File: src/rtl/jk_pkg.sv
// Shared types for the JK-cell count sequencer: opcodes, FSM states and
// J/K excitation encodings.
package jk_pkg;

   typedef enum logic [1:0] {
      OP_LOAD   = 2'b00,
      OP_UP     = 2'b01,
      OP_DOWN   = 2'b10,
      OP_TOGGLE = 2'b11
   } op_e;

   typedef enum logic {
      S_IDLE = 1'b0,
      S_EXEC = 1'b1
   } state_e;

   typedef struct packed {
      logic j;
      logic k;
   } jk_t;

   localparam jk_t JK_HOLD = jk_t'{j: 1'b0, k: 1'b0};
   localparam jk_t JK_SET  = jk_t'{j: 1'b1, k: 1'b0};
   localparam jk_t JK_CLR  = jk_t'{j: 1'b0, k: 1'b1};
   localparam jk_t JK_TGL  = jk_t'{j: 1'b1, k: 1'b1};

   // Minimal excitation moving one cell from cur to nxt.
   function automatic jk_t excite(input logic cur, input logic nxt);
      if (cur == nxt) return JK_HOLD;
      return nxt ? JK_SET : JK_CLR;
   endfunction

endpackage

File: src/rtl/jk_cell.sv
// Behavioural JK flip-flop with asynchronous active-high clear.
module jk_cell (
   input  logic clk,
   input  logic cl,
   input  logic j_i,
   input  logic k_i,
   output logic q_o
);

   always_ff @(posedge clk or posedge cl) begin
      if (cl) begin
         q_o <= 1'b0;
      end else begin
         case ({j_i, k_i})
            2'b01:   q_o <= 1'b0;
            2'b10:   q_o <= 1'b1;
            2'b11:   q_o <= ~q_o;
            default: q_o <= q_o;
         endcase
      end
   end

endmodule

File: src/rtl/jk_count_sequencer.sv
// Command-driven sequencer that drives J/K excitation into a bank of JK cells
// to load, count up/down by N steps, or toggle under a mask.
import jk_pkg::*;

module jk_count_sequencer #(
   parameter int WIDTH = 4
) (
   input  logic             clk,
   input  logic             cl,
   input  logic             cmd_valid,
   output logic             cmd_ready,
   input  logic [1:0]       cmd_op,
   input  logic [WIDTH-1:0] cmd_data,
   input  logic             abort,
   output logic [WIDTH-1:0] q,
   output logic             busy,
   output logic             done,
   output logic             tc
);

   state_e           state_q;
   op_e              op_q;
   logic [WIDTH-1:0] data_q;
   logic [WIDTH-1:0] cnt_q;
   logic             done_q;
   logic             tc_q;

   logic             is_run;
   logic             last_step;
   logic             step_d;
   logic             finish_d;
   logic             tc_d;
   logic             run_ones;
   logic             run_zeros;
   logic [WIDTH-1:0] tgl_d;
   jk_t              jk_d [WIDTH];

   always_comb begin
      is_run    = (op_q == OP_UP) || (op_q == OP_DOWN);
      last_step = (cnt_q == WIDTH'(1));
      // Abort only suppresses a step that is not the final one.
      step_d    = (state_q == S_EXEC) &&
                  (!is_run || ((cnt_q != '0) && (!abort || last_step)));
      finish_d  = (state_q == S_EXEC) &&
                  (!is_run || (cnt_q == '0) || last_step || abort);
      tc_d      = step_d && (((op_q == OP_UP) && (&q)) ||
                             ((op_q == OP_DOWN) && (~|q)));

      tgl_d     = '0;
      run_ones  = 1'b1;
      run_zeros = 1'b1;
      for (int i = 0; i < WIDTH; i++) begin
         tgl_d[i]  = (op_q == OP_UP) ? run_ones : run_zeros;
         run_ones  = run_ones & q[i];
         run_zeros = run_zeros & ~q[i];
      end

      for (int i = 0; i < WIDTH; i++) begin
         jk_d[i] = JK_HOLD;
         if (step_d) begin
            case (op_q)
               OP_LOAD:   jk_d[i] = data_q[i] ? JK_SET : JK_CLR;
               OP_TOGGLE: jk_d[i] = data_q[i] ? JK_TGL : JK_HOLD;
               default:   jk_d[i] = tgl_d[i] ? JK_TGL : JK_HOLD;
            endcase
         end
      end
   end

   always_ff @(posedge clk or posedge cl) begin
      if (cl) begin
         state_q <= S_IDLE;
         op_q    <= OP_LOAD;
         data_q  <= '0;
         cnt_q   <= '0;
         done_q  <= 1'b0;
         tc_q    <= 1'b0;
      end else begin
         done_q <= 1'b0;
         tc_q   <= tc_d;
         case (state_q)
            S_IDLE: begin
               if (cmd_valid) begin
                  state_q <= S_EXEC;
                  op_q    <= op_e'(cmd_op);
                  data_q  <= cmd_data;
                  cnt_q   <= cmd_data;
               end
            end
            S_EXEC: begin
               if (step_d && is_run) cnt_q <= cnt_q - WIDTH'(1);
               if (finish_d) begin
                  state_q <= S_IDLE;
                  done_q  <= 1'b1;
               end
            end
            default: state_q <= S_IDLE;
         endcase
      end
   end

   for (genvar gi = 0; gi < WIDTH; gi++) begin : g_cell
      jk_cell u_cell (
         .clk (clk),
         .cl  (cl),
         .j_i (jk_d[gi].j),
         .k_i (jk_d[gi].k),
         .q_o (q[gi])
      );
   end

   assign cmd_ready = (state_q == S_IDLE);
   assign busy      = (state_q == S_EXEC);
   assign done      = done_q;
   assign tc        = tc_q;

endmodule

File: config.mk
export PLATFORM = sky130hd
export DESIGN_NAME = jk_count_sequencer
export DESIGN_NICKNAME = d
export VERILOG_FILES = /design/src/rtl/jk_pkg.sv /design/src/rtl/jk_cell.sv /design/src/rtl/jk_count_sequencer.sv
export SDC_FILE = /design/constraint.sdc
export NUM_CORES = 1
export LEC_CHECK = 0
export CAP_MARGIN = 30
export CORE_ASPECT_RATIO = 1.75
export CORE_MARGIN = 2
export CORE_UTILIZATION = 30
export CTS_BUF_LIST = sky130_fd_sc_hd__clkbuf_8
export CTS_CLUSTER_SIZE = 12
export DETAILED_ROUTE_END_ITERATION = 10
export HOLD_SLACK_MARGIN = 0.15
export MAX_ROUTING_LAYER = met4
export PLACE_DENSITY = 0.48
export RECOVER_POWER = 50
export SETUP_SLACK_MARGIN = 0.05
export SYNTH_ARGS = -nofsm -noshare
export SYNTH_HDL_FRONTEND = slang
export SYNTH_SLANG_ARGS = --single-unit
File: constraint.sdc
create_clock -name clk -period 2.3 [get_ports clk]
set_input_delay 0.69 -clock clk [delete_from_list [all_inputs] [get_ports clk]]
set_output_delay 0.69 -clock clk [all_outputs]
set_load 0.01 [all_outputs]
==> run summary, run 1 <==
Observations from the implementation run.

Final layout:
- The run puts the fraction of area in non-clock buffers at approximately 16%.
- The largest registers in the layout are cnt_q (4), data_q (4), g_cell.u_cell.q_o (4).
- The run puts the ratio of cells with drive above 1 in the final layout at under 10%.
- The run puts the non-clock buffer instance count of the final layout at 24.
- The run puts the number of signal-net inverters in the final layout at 10.
- The run gives the biggest area consumer among cell classes as logic gates.
- By instance count after routing, the leading logic cell types are sky130_fd_sc_hd__nand2_1, sky130_fd_sc_hd__dfrtp_1, sky130_fd_sc_hd__clkdlybuf4s50_1.
- The run puts the fraction of standard cell area that is sequential at 31.6%.
- The run puts the layout sequential cell count at 17.
- The run puts the number of nets in the layout at between 150 and 200.
- The run gives the clock distribution area overhead in the final layout as under 10%.
- The run puts the area growth from synthesis to layout at 24.7%.
- With fillers left out, the area of the finished cells amounts to roughly 1300 um2.
- Leaving out buffers and inverters, the combinational logic in the layout accounts for 566 um2.
- The run puts the count of filler cells inserted in the layout at 378.
- The final antenna diode tally reported by the flow is 0.
- In the final layout, flip-flops and latches occupy ~430 um2.
- The number of multi-input combinational cells in the layout is slightly below 90.

Power:
- Sequential cells burn between 30% and 40% of the power.
- The run gives the power dissipated in combinational cells as roughly 870 uW.
- The run puts the share of total power in the clock network at 13.4%.
- Ranked by power, first place goes to combinational logic.
- For this design the ratio of total power to cell area is ~1200 nW/um2.
- The script computed the net switching share of total power as between 40% and 50%.
- The run puts the cell-internal power at 948 uW.
- The run gives the reported clock group power as around 220 uW.
- The run puts the leakage power total at 0.608 nW.
- The run puts the share of power burned in combinational logic at a little over half.
- Overall power consumption after layout is estimated at approximately 1.7 mW.
- The run puts the switching power at between 700 and 800 uW.

Global route:
- The run gives the total global routing track utilization as 14.7%.
- The run gives the number of antenna violations at the first check in global routing as 0.
- Entering global routing, the biggest net connects 20 pins.
- The via count of the first global-routing pass is 979.
- The run gives the met3 usage as about 1.6%.
- After global routing the overflow that remains totals 0.
- The run gives the most heavily used metal layer in global routing as met2.
- The run gives the met1 usage in global routing as 15.5%.
- The run gives the global-route track usage on met2 as a little over a quarter.

Floorplanning:
- The floorplan has 28 rows.
- The die is between 40 and 50 um wide.
- The run gives the pre-placement core utilization as between 30% and 40%.
- The run puts the placeable core area at ~3400 um2.
- During tapcell insertion the tool placed between 40 and 50 well taps.
- The run puts the chip area at 4110 um2.
- According to the I/O placement log, the pin count is 18.

Placement:
- The run puts the placed instance area at ~1300 um2.
- The run gives the last weighted congestion value of the routability-driven placer as between 0.8 and 0.9.
- The run gives the total instance count after detailed placement as 184.
- The run gives the half-perimeter wire length of the detailed placement result as roughly 2100 um.
- During placement, the flow inserted port buffers numbering 17.
- The run gives the setup slack at placement as about 0.13 ns.

Yosys:
- In the synthesized netlist the async set-or-reset flop fraction comes to 100%.
- The run gives the count of flip-flops with a built-in enable after synthesis as 0.
- The run puts the count of state elements after synthesis at 17.
- The commonest register cell is sky130_fd_sc_hd__dfrtp_1.
- Summed over all instances, the cell type with the most area after synthesis is sky130_fd_sc_hd__dfrtp_1.
- Counting every net in the synthesized netlist gives roughly 140.
- The run gives the fraction of the mapped netlist area in compound gates as 22.3%.
- After Yosys synthesis, and, or, nand and nor cells account for 21.5% of the synthesized area.
- sky130_fd_sc_hd__nand2_1 is the most common cell in the netlist.
- The run puts the count of yosys warnings during synthesis at 0.
- For reference, the top logic cell family by area is AND-OR/OR-AND gates.
- The synthesized netlist handed to floorplanning was reported with a cell count of around 120.
- After Yosys synthesis, full adders, half adders and majority gates account for slightly below 7% of the synthesized area.
- The run puts the number of distinct library cell variants in the gate-level netlist after synthesis at 39.
- After synthesis, the largest area contributor takes up about two fifths of total cell area.
- Ranked by total cell area, the synthesized netlist is headed by sky130_fd_sc_hd__dfrtp_1, sky130_fd_sc_hd__ha_1, sky130_fd_sc_hd__nand2_1.
- The run gives the post-synthesis sequential area ratio as ~40%.
- The run gives the summed instance area of the synthesized netlist as between 1000 and 1500 um2.
- The run puts the proportion of synthesized area in mux cells at 0.928%.
- After synthesis, the chip area reported by Yosys is about 1100 um2.
- Dividing the synthesized area by the synthesized cell count gives between 8 and 9 um2.
- The commonest cells after synthesis are sky130_fd_sc_hd__nand2_1, sky130_fd_sc_hd__dfrtp_1, sky130_fd_sc_hd__inv_1.
- The run gives the post-synthesis xor/xnor area fraction as less than 1%.
- The synthesized netlist was found by Yosys to have 124 cells.

Worst setup path:
- The run gives the data arrival time at the worst-slack endpoint as 2.29 ns.
- For reference, the most critical setup path is categorized as flip-flop to flip-flop.
- The run puts the stage delay of the slowest cell on the critical path at roughly 0.40 ns.
- The run puts the sum of buffers and inverters on the critical path at 1.
- The run puts the logic depth of the worst path, buffers included at 6.
- The critical path's slowest stage uses the library cell sky130_fd_sc_hd__dfrtp_1.
- The run gives the element type at the critical path start as a flip-flop.
- The run gives the data required time at the worst endpoint as roughly 2.5 ns.
- The run gives the reg-to-reg startpoint as cnt_q[1]$_DFFE_PP0P_.
- The run gives the biggest fanout along the worst timing path as 5.
- In this run the critical path is formed by inv_1 -> ha_1 -> or3b_4 -> a311o_1 -> or3_1 -> a22oi_1.
- The run gives the length in cells of the worst reg-to-reg path as 6.
- STA classifies the critical path endpoint as a flip-flop.
- The run gives the endpoint of the lowest-slack register-to-register path as g_cell[0].u_cell.q_o$_DFFE_PP0P_.
- The run gives the setup slack of the most critical reg-to-reg path as approximately 0.18 ns.
- For reference, the critical path is launched at cnt_q[1]$_DFFE_PP0P_.
- The timing report attributes the biggest portion of critical-path delay to simple AND/OR/NAND/NOR gates.

Clock tree:
- The run gives the CTS tree as done.
- The run puts the CTS buffer count at 3.
- The run puts the deepest level of the CTS H-tree at 1.
- The run puts the maximum buffer depth of the clock tree at 2.
- The run gives the clock network latency to the later pin of the worst-skew pair as between 0.2 and 0.3 ns.
- The run puts the number of buffers added to fix hold violations after cts at 0.
- The run gives the number of post-CTS setup repair buffers as 0.
- The run puts the number of gates given a new drive strength after cts at 0.
- In the CTS report, the clock slew at the register clock pins of the worst setup and hold paths is listed as 0.07 ns.
- Counting every sink on the clock net gives 17.
- CTS placed an instance of sky130_fd_sc_hd__clkbuf_8 at the clock tree root.

Run:
- The run puts the count of tool warnings at 30.
- The run reported a max-capacitance violation count of 0.

Worst hold path:
- The path with the worst hold slack has its endpoint at data_q[2]$_DFFE_PP0P_.
- The launch point of the worst min-delay path is recorded as data_q[2]$_DFFE_PP0P_.
- The number of cells on the worst hold path is listed as 2.
- Note that the worst hold path type here is flip-flop to flip-flop.

Detailed routing:
- The run gives the remaining routing DRC violations as 0.
- Per the detail_route log, the uppermost layer with routed signals is met4.
- The run puts the via-per-instance ratio at a little over 5.
- The run puts the wire length on met2 at between 1500 and 2000 um.
- The detail route stage leaves a number of antenna-violating nets equal to 0.
- In the log, the iteration count for the first detailed-route pass is 4.
- The run puts the amount of wire on met3 after detailed routing at between 40 and 50 um.
- The violation tally recorded at the end of detailed-routing iteration 0 is 28.
- The run puts the wire length on met1 at 1050 um.
- The run gives the total via count after detailed routing as approximately 970.
- The run gives the average wire per cell in the routed design as between 10 and 15 um.

Timing:
- The worst path meets setup with about 0.18 ns of slack.
- Static timing analysis puts the maximum clock frequency at between 0.4 and 0.5 GHz.
- The run gives the actual transition at the worst max-transition pin as between 0.9 and 1 ns.
- The final timing report lists a hold violation count of 0.
- The run gives the share of the cycle needed by the critical path after routing as between 90% and 100%.
- Setup repair after global routing left no endpoint under its margin.
- The run gives the final tally of setup violations as 0.
- The run gives the post-route minimum period as roughly 2.1 ns.
- The run puts the worst hold slack at approximately 0.55 ns.
- In this run the tightest slew margin relative to its limit is 35.6%.
- The run puts the setup TNS at 0 ns.
- The run gives the final tally of max-slew violations as 0.

Run status:
- The run finished with clean final reports.
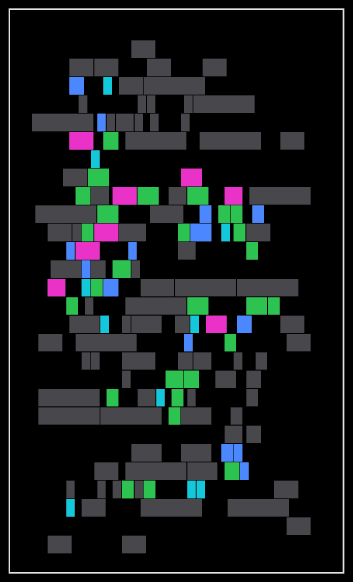
Run 1: gate families picked out
legend:
  blue:
    family: NOR gates
    cells: 14
  cyan:
    family: inverters
    cells: 10
  magenta:
    family: AND-OR and OR-AND gates
    cells: 8
  green:
    family: inverting AOI/OAI gates
    cells: 27
    where: center
most instantiated logic cell after routing: sky130_fd_sc_hd__nand2_1
post-route insts no fill: 188
combinational fraction of the cell area: 42.0%

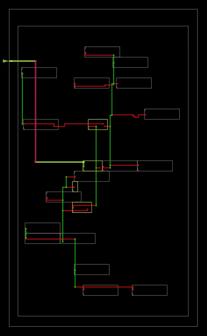
Run 1: clock nets
clock skew: 0.00483 ns
tally of clock buffers in the finished layout: 3

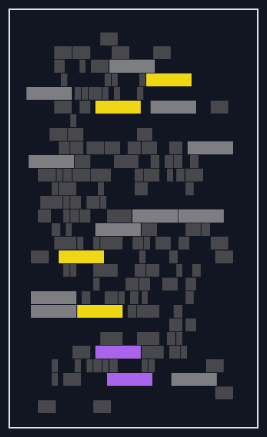
Run 1: sequential cells colored by netlist name
Other sequential cells in the stronger gray, the rest of the logic in the fainter gray.
legend:
  yellow:
    name_in_the_netlist: `data_q`
    flops: 4
  purple:
    name_in_the_netlist: `op_q`
    flops: 2
not colored: 11
final core utilization: 39.6%
sequential power: 557 uW

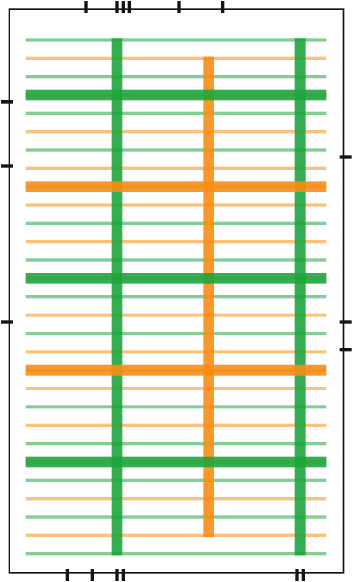
Run 1: power grid
Pins as bars on the die edge.
legend:
  green:
    net: VSS
  orange:
    net: VDD
rows: 28
met4 straps: 3
met5 straps: 5
met1 rails: 29
die boundary height: 83.3 um
IR Drop Worst-Case VDD: 572 uV

==> inputs of run 2 (changes only) <==
- CAP_MARGIN: 30 -> 0
- SLEW_MARGIN: not set -> 10
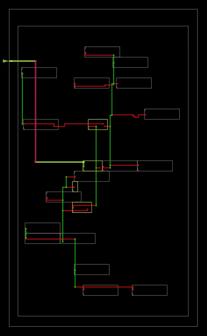
Run 2: clock nets
sequential cell count: 17
reported clock group power: 221 uW
number of buffers created by CTS: 3

==> run 2 against run 1 <==
Register-to-register slack barely moved. Largest cell class unchanged. Clock-buffer cell count did not move. Design area is the same. Synthesized area did not move. Combinational power hardly changed. Hold slack stayed put. Power unchanged.
==> run summary, run 2 <==
Observations from the implementation run.

Timing:
- The final tally of max-slew violations is 0 (unchanged).
- The run gives the final tally of setup violations as 0 (unchanged).
- The setup TNS was 0 ns (unchanged).
- The actual transition at the worst max-transition pin was 0.966 ns (unchanged).
- The total count of hold-check failures in the final report came to 0 (unchanged).
- The run puts the maximum frequency from static timing analysis at 0.471 GHz (unchanged).

Detailed routing:
- The run gives the number of detailed-route iterations in the first pass as 4 (unchanged).
- The run puts the detailed router's first-iteration violation count at 28 (unchanged).
- The run gives the total via count after detailed routing as 969 (unchanged).
- The run puts the amount of wire on met3 after detailed routing at 49 um (unchanged).
- The run gives the wire length on met2 as 1550 um (unchanged).
- Signal nets in the final route climb as high as met4.

Run:
- The number of max-capacitance violations reported came to 0 (unchanged).
- The run puts the count of tool warnings at 30 (unchanged).

Yosys:
- The run puts the area share of the largest cell type after synthesis at 39.4% (unchanged).
- The arithmetic-cell share of the synthesized area counting full adders, half adders and majority gates came to 6.96% (unchanged).
- The run gives the cell count after synthesis as 124 (unchanged).
- The post-synthesis xor/xnor area fraction was 0.812% (unchanged).
- After synthesis, the largest family of logic cells by area is AND-OR/OR-AND gates.
- The Yosys chip area was 1080 um2 (unchanged).
- The run gives the fraction of the mapped netlist area in compound gates as 22.3% (unchanged).
- The run gives the dominant register cell in the synthesized netlist as sky130_fd_sc_hd__dfrtp_1.
- The run puts the post-synthesis sequential area ratio at 39.4% (unchanged).
- The count of flip-flops with a built-in enable after synthesis came to 0 (unchanged).
- The net count of the mapped netlist was 140 (unchanged).

Placement:
- The setup slack at placement is 0.133 ns (unchanged).
- The run puts the total instance count after detailed placement at 184 (unchanged).
- The run puts the half-perimeter wire length of the detailed placement result at 2090 um (unchanged).
- The number of port buffers was 17 (unchanged).

Global route:
- The run gives the met3 usage as 1.62% (unchanged).
- The run puts the number of antenna violations at the first check in global routing at 0 (unchanged).
- The run puts the total global routing track utilization at 14.7% (unchanged).
- The run gives the global-route track usage on met2 as 26.7% (unchanged).
- The run gives the via count of the first global-routing pass as 979 (unchanged).
- The run puts the total grt overflow at 0 (unchanged).

Floorplanning:
- The run gives the pre-placement core utilization as 31.7% (unchanged).
- The run gives the placeable core area as 3400 um2 (unchanged).
- The run gives the top-level port count as 18 (unchanged).
- The run puts the chip width at 49.3 um (unchanged).
- The number of well-tap cells placed was 45 (unchanged).
- The number of rows created at floorplan came to 28 (unchanged).
- The run puts the chip area at 4110 um2 (unchanged).

Power:
- The share of total power in the clock network came to 13.4% (about the same).
- The power drawn by the sequential cells was 557 uW (about the same).
- The run puts the maximum vdd ir drop at 572 uV (unchanged).
- The leakage power total is 0.608 nW (unchanged).
- The switching power is 704 uW (unchanged).

Clock tree:
- The run gives the clock-pin slew on the worst setup and hold paths as 0.07 ns (about the same).
- The run puts the clock network latency to the later pin of the worst-skew pair at 0.25 ns (about the same).
- TritonCTS built the clock tree.
- The run gives the clock sink count as 17 (unchanged).
- The number of gates given a new drive strength after cts came to 0 (unchanged).
- The run puts the maximum buffer depth of the clock tree at 2 (unchanged).

Final layout:
- The biggest slice of the area belongs to logic gates.
- The run puts the number of multi-input combinational cells in the layout at 88 (unchanged).
- The run puts the combinational share of cell area at 42.0% (unchanged).
- The run puts the area taken by multi-input logic gates at 566 um2 (unchanged).
- The run gives the most frequently placed logic cell in the final layout as sky130_fd_sc_hd__nand2_1.
- The count of clock-net buffers in the final layout came to 3 (unchanged).
- In the final layout, the registers with the most flip-flops are cnt_q (4), data_q (4), g_cell.u_cell.q_o (4).
- The run gives the final cell count without fillers as 188 (unchanged).
- The run puts the final cell area excluding filler cells at 1350 um2 (unchanged).
- The fraction of area in non-clock buffers was 16.0% (unchanged).
- The antenna diode count is 0 (unchanged).

Worst setup path:
- Tracing the worst setup path back leads to its startpoint at cnt_q[1]$_DFFE_PP0P_.
- In the setup report, the worst path falls into the class flip-flop to flip-flop.
- The logic depth of the worst path, buffers included came to 6 (unchanged).
- The run gives the kind of end point of the critical path as a flip-flop.
- The setup slack of the most critical reg-to-reg path is 0.18 ns (about the same).
- The slowest stage of the critical path is the sky130_fd_sc_hd__dfrtp_1 cell.
- STA classifies the critical path startpoint as a flip-flop.

Worst hold path:
- The run gives the sink of the worst hold path as data_q[2]$_DFFE_PP0P_.
- The run gives the class of the tightest hold or removal check as flip-flop to flip-flop.

Run status:
- The flow ran to the end, and the final reports show no timing, DRC or antenna violations.
Power figures rest on the tool's default switching activity, not on a simulated workload.
